Design blink_sched, sky130hd; sources not shown.
Figure 1. Placement view.
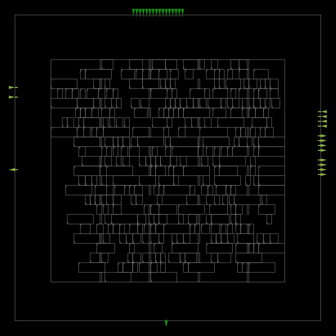
final cell utilization of the core: 61.2%
count of standard-cell rows: 23

Figure 2. M3 wires.
Bar = 20 µm.
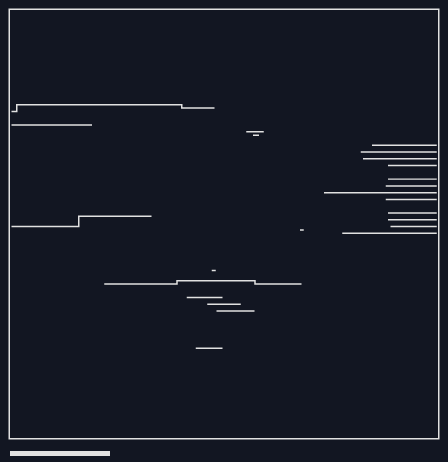
The layer carries 309 µm of wire. The layer holds 6.1% of the routed length. The wires run mostly horizontal.
total via count after detailed routing: 2102
met3 Resource Use GR: 4.54%

Figure 3. Signal wires on met2.
Cells faint in the background.
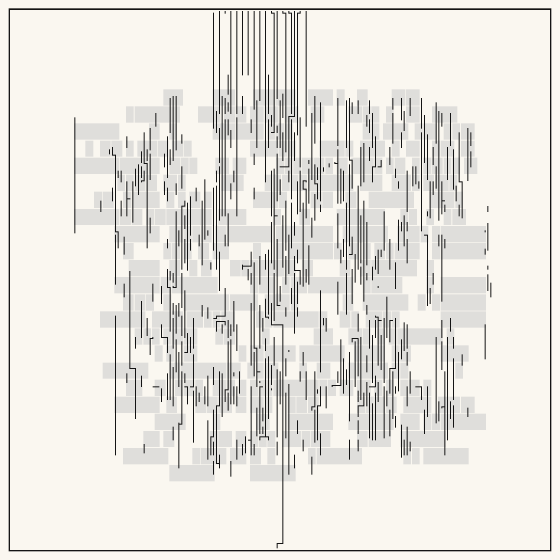
The layer carries 2300 µm of wire. The longest straight run is 34.8 µm.
final wirelength: 5060 µm
M2 GR Usage: 21.8%

==> impl_report.txt <==
FLOW METRICS REPORT
----------------------------------------------------
[Outcome]
  Run status ........................ completed

[Floorplanning]
  Tap cell count ........................ 50
  Horizontal die dimension ........................ 86.0 µm
  Vertical die size ........................ between 80 and 90 µm
  Full die area ........................ 7400 µm²
  Fp util ........................ approximately three fifths
  Number of placed I/O pins ........................ 32
  Core Footprint ........................ 4120 µm²

[Synthesis]
  Synthesized-area fraction occupied by ao, oa, aoi and oai cells ........................ 12.5%
  Dominant Register Cell ........................ sky130_fd_sc_hd__dfxtp_1
  Synthesized flop and latch total ........................ between 40 and 50
  Cell total in the yosys stat output ........................ 338
  Mux cell area share ........................ 0%
  Top cell type's share of synthesized area ........................ 34.3%
  Most frequently used cell type in the post-synthesis netlist ........................ sky130_fd_sc_hd__nand2_1
  Cell taking the most area after synthesis ........................ sky130_fd_sc_hd__dfxtp_1
  Register share after synthesis ........................ 34.3%
  Area of the mapped netlist ........................ 2400 µm²
  Leading post-synthesis cells by cell area ........................ sky130_fd_sc_hd__dfxtp_1 34%, sky130_fd_sc_hd__nand2_1 11%, sky130_fd_sc_hd__a21oi_1 5.6%
  Commonest cells in the synthesized netlist ........................ 70 x sky130_fd_sc_hd__nand2_1, 41 x sky130_fd_sc_hd__dfxtp_1, 36 x sky130_fd_sc_hd__inv_1, 30 x sky130_fd_sc_hd__nor2_1, 27 x sky130_fd_sc_hd__a21oi_1
  Adders+Majority by Area ........................ approximately 2.1%
  Synthesis warning total ........................ 0
  Mapped Cells ........................ roughly 340
  Post-synthesis xor/xnor area fraction ........................ roughly 2.2%
  Area of the synthesized netlist per yosys stat ........................ 2400 µm²
  Syn Area/Cell ........................ 7.09 µm²
  EDFF count, synth ........................ 0
  Simple logic cell fraction of the synthesized area ........................ between 30% and 40%
  Combinational family with the most area after synthesis ........................ simple AND/OR/NAND/NOR gates
  Share of async-settable or async-resettable flops after synthesis ........................ 0%
  Cell Type Count ........................ 38

[Clocking]
  Number of buffers created by CTS ........................ 5
  Post CTS Setup Buffer Count ........................ 0
  CTS H-Tree Depth ........................ 2
  Buffer cell driving the clock tree root ........................ sky130_fd_sc_hd__clkbuf_8
  # resized after CTS ........................ 0
  Number of buffers added to fix hold violations after cts ........................ 0
  Max Buffers Root-to-Sink ........................ 2
  Clock slew seen by the registers of the worst setup and hold paths ........................ 0.08 ns
  Insertion delay at the late pin of the worst-skew pair ........................ 0.29 ns
  CTS tree ........................ done
  Sink count of the clock tree ........................ 41

[Power]
  Design Power ........................ 0.00224 W
  PD cells ........................ between 800 and 900 nW/µm²
  Clock share of power ........................ 14.4%
  Combinational group share of total power ........................ around half
  Seq pwr ........................ between 0.0008 and 0.0009 W
  Highest ir drop seen on vdd ........................ between 0.5 and 0.6 mV
  P_sw ........................ between 0.001 and 0.0015 W
  Share of power burned in registers ........................ 35.9%
  Main power group ........................ combinational cells
  Total leakage power ........................ 0.960 nW
  Internal cell power ........................ 0.00109 W
  Net Sw Frac ........................ 51.6%
  P_comb ........................ 0.00112 W
  Total clock network power ........................ 0.000323 W

[Final layout]
  Proportion of layout cells with a drive suffix above 1 ........................ 16.8%
  Area of the multi-input gates ........................ 1360 µm²
  Most common cell after layout, fill and taps aside ........................ sky130_fd_sc_hd__nand2_1
  Net total in the final layout ........................ between 300 and 400
  Area growth syn-to-layout ........................ 5.07%
  Multi-input logic cell count ........................ 246
  Number of standard cells in the layout, taps in and fillers out ........................ 390
  Clock distribution area overhead in the final layout ........................ between 3 and 4%
  Non-Clock Buffer Count ........................ 0
  Logic share of the area ........................ 54.0%
  Number of flip-flops in the largest register ........................ 22
  Design area ........................ ~2500 µm²
  Inverters excl. clock ........................ about 45
  FILL cells ........................ 373
  Antenna cells ........................ 0
  FFs & Latches ........................ between 40 and 50
  Count of clock-net buffers in the final layout ........................ 6
  Non-clock buffers, area share ........................ 0%
  Fraction of area in registers ........................ 32.7%
  Commonest non-fill, non-tap cells in the layout ........................ 70 x sky130_fd_sc_hd__nand2_1, 39 x sky130_fd_sc_hd__dfxtp_1, 36 x sky130_fd_sc_hd__inv_1
  Sequential cell area ........................ 823 µm²
  Top class by area ........................ combinational gates

[STA]
  Final tally of setup violations ........................ 0
  Top achievable clock speed ........................ between 400 and 500 MHz
  Final worst slack ........................ 1.12 ns
  Fin crit share ........................ between 60% and 70%
  Maximum clock skew at final layout ........................ 0.00955 ns
  Setup Total Neg Slack ........................ 0 ns
  Final number of hold-violating endpoints ........................ 0
  Final Max Slew Viols ........................ 0
  Post-route minimum period ........................ 2.38 ns
  Relative slew slack ........................ 32.2%
  Unrepaired setup endpoints after global routing ........................ false
  Fin Hold WS ........................ slightly below 0.5 ns
  Slew of the pin with the lowest slew margin ........................ 1.02 ns

[Route]
  Met1 WL ........................ 2410 µm
  Remaining routing DRC violations ........................ 0
  Met3 routed WL ........................ 309 µm
  First-iteration detailed-routing DRC count ........................ 111
  Detailed-route wire length per cell ........................ 13.0 µm
  Top layer used by detailed routing ........................ met4
  Number of routed nets with antenna violations ........................ 0
  Average via count per standard cell ........................ 5.39
  Router iterations before antenna repair ........................ 4
  Routed wire length on met2 ........................ 2300 µm

[Global route]
  Via count of the first global-routing pass ........................ 1964
  First-pass GRT wire length ........................ 8630 µm
  Largest net degree at the start of global routing ........................ 18
  Met1 usage in global routing ........................ 16.9%
  Tot GR Track Use ........................ 13.8%
  Most Crowded Layer GR ........................ met2
  Initial antenna violation count ........................ 0
  Global-route congestion overflow total ........................ 0

[Worst setup path]
  Critical Path, Cell by Cell ........................ inv_8 > nand2_4 > nand2_1 > nand2_1 > nand2_1 > nor2_4 > nand3_2 > nand2_2 > nor2_1 > nand2_1 > nand4_2 > nor2_2 > nand3_2 > a21oi_1 > nor2_1
  Cell with the largest stage delay on the worst path ........................ sky130_fd_sc_hd__dfxtp_1
  Critical Path RT ........................ 3.69 ns
  Largest fanout on the critical path ........................ 12
  CP most frequent cell ........................ sky130_fd_sc_hd__nand2_1
  Cell depth of the worst setup path ........................ 15
  Worst path bufs/invs ........................ 1
  Arrival time of data at the critical path endpoint ........................ 2.56 ns
  Kind of end point of the critical path ........................ flip-flop
  CP max stage delay ........................ 0.61 ns
  Register-to-register path setup slack ........................ 1.12 ns
  Launching element type of the critical path ........................ flip-flop
  Worst-case reg-to-reg path depth ........................ 15
  Kind of cell adding the most delay to the critical path ........................ simple AND/OR/NAND/NOR gates
  Crit Path Class ........................ flip-flop to flip-flop

[Placed design]
  Pre-CTS setup slack ........................ around 0.90 ns
  Placed Cells incl. Taps ........................ 382
  Number of input and output port buffers inserted ........................ 0
  Instance area after placement ........................ 2420 µm²
  Detailed placer's ending HPWL ........................ about 4000 µm
  Last weighted congestion value of the routability-driven placer ........................ around 0.89

[Min path]
  Class of the most critical hold timing path ........................ flip-flop to flip-flop
  Hold Path Depth ........................ 2

[Run]
  Max-cap violations ........................ 0
  Count of tool warnings ........................ 27

----------------------------------------------------
No activity file was given, so power comes from the tool's default toggle rates.
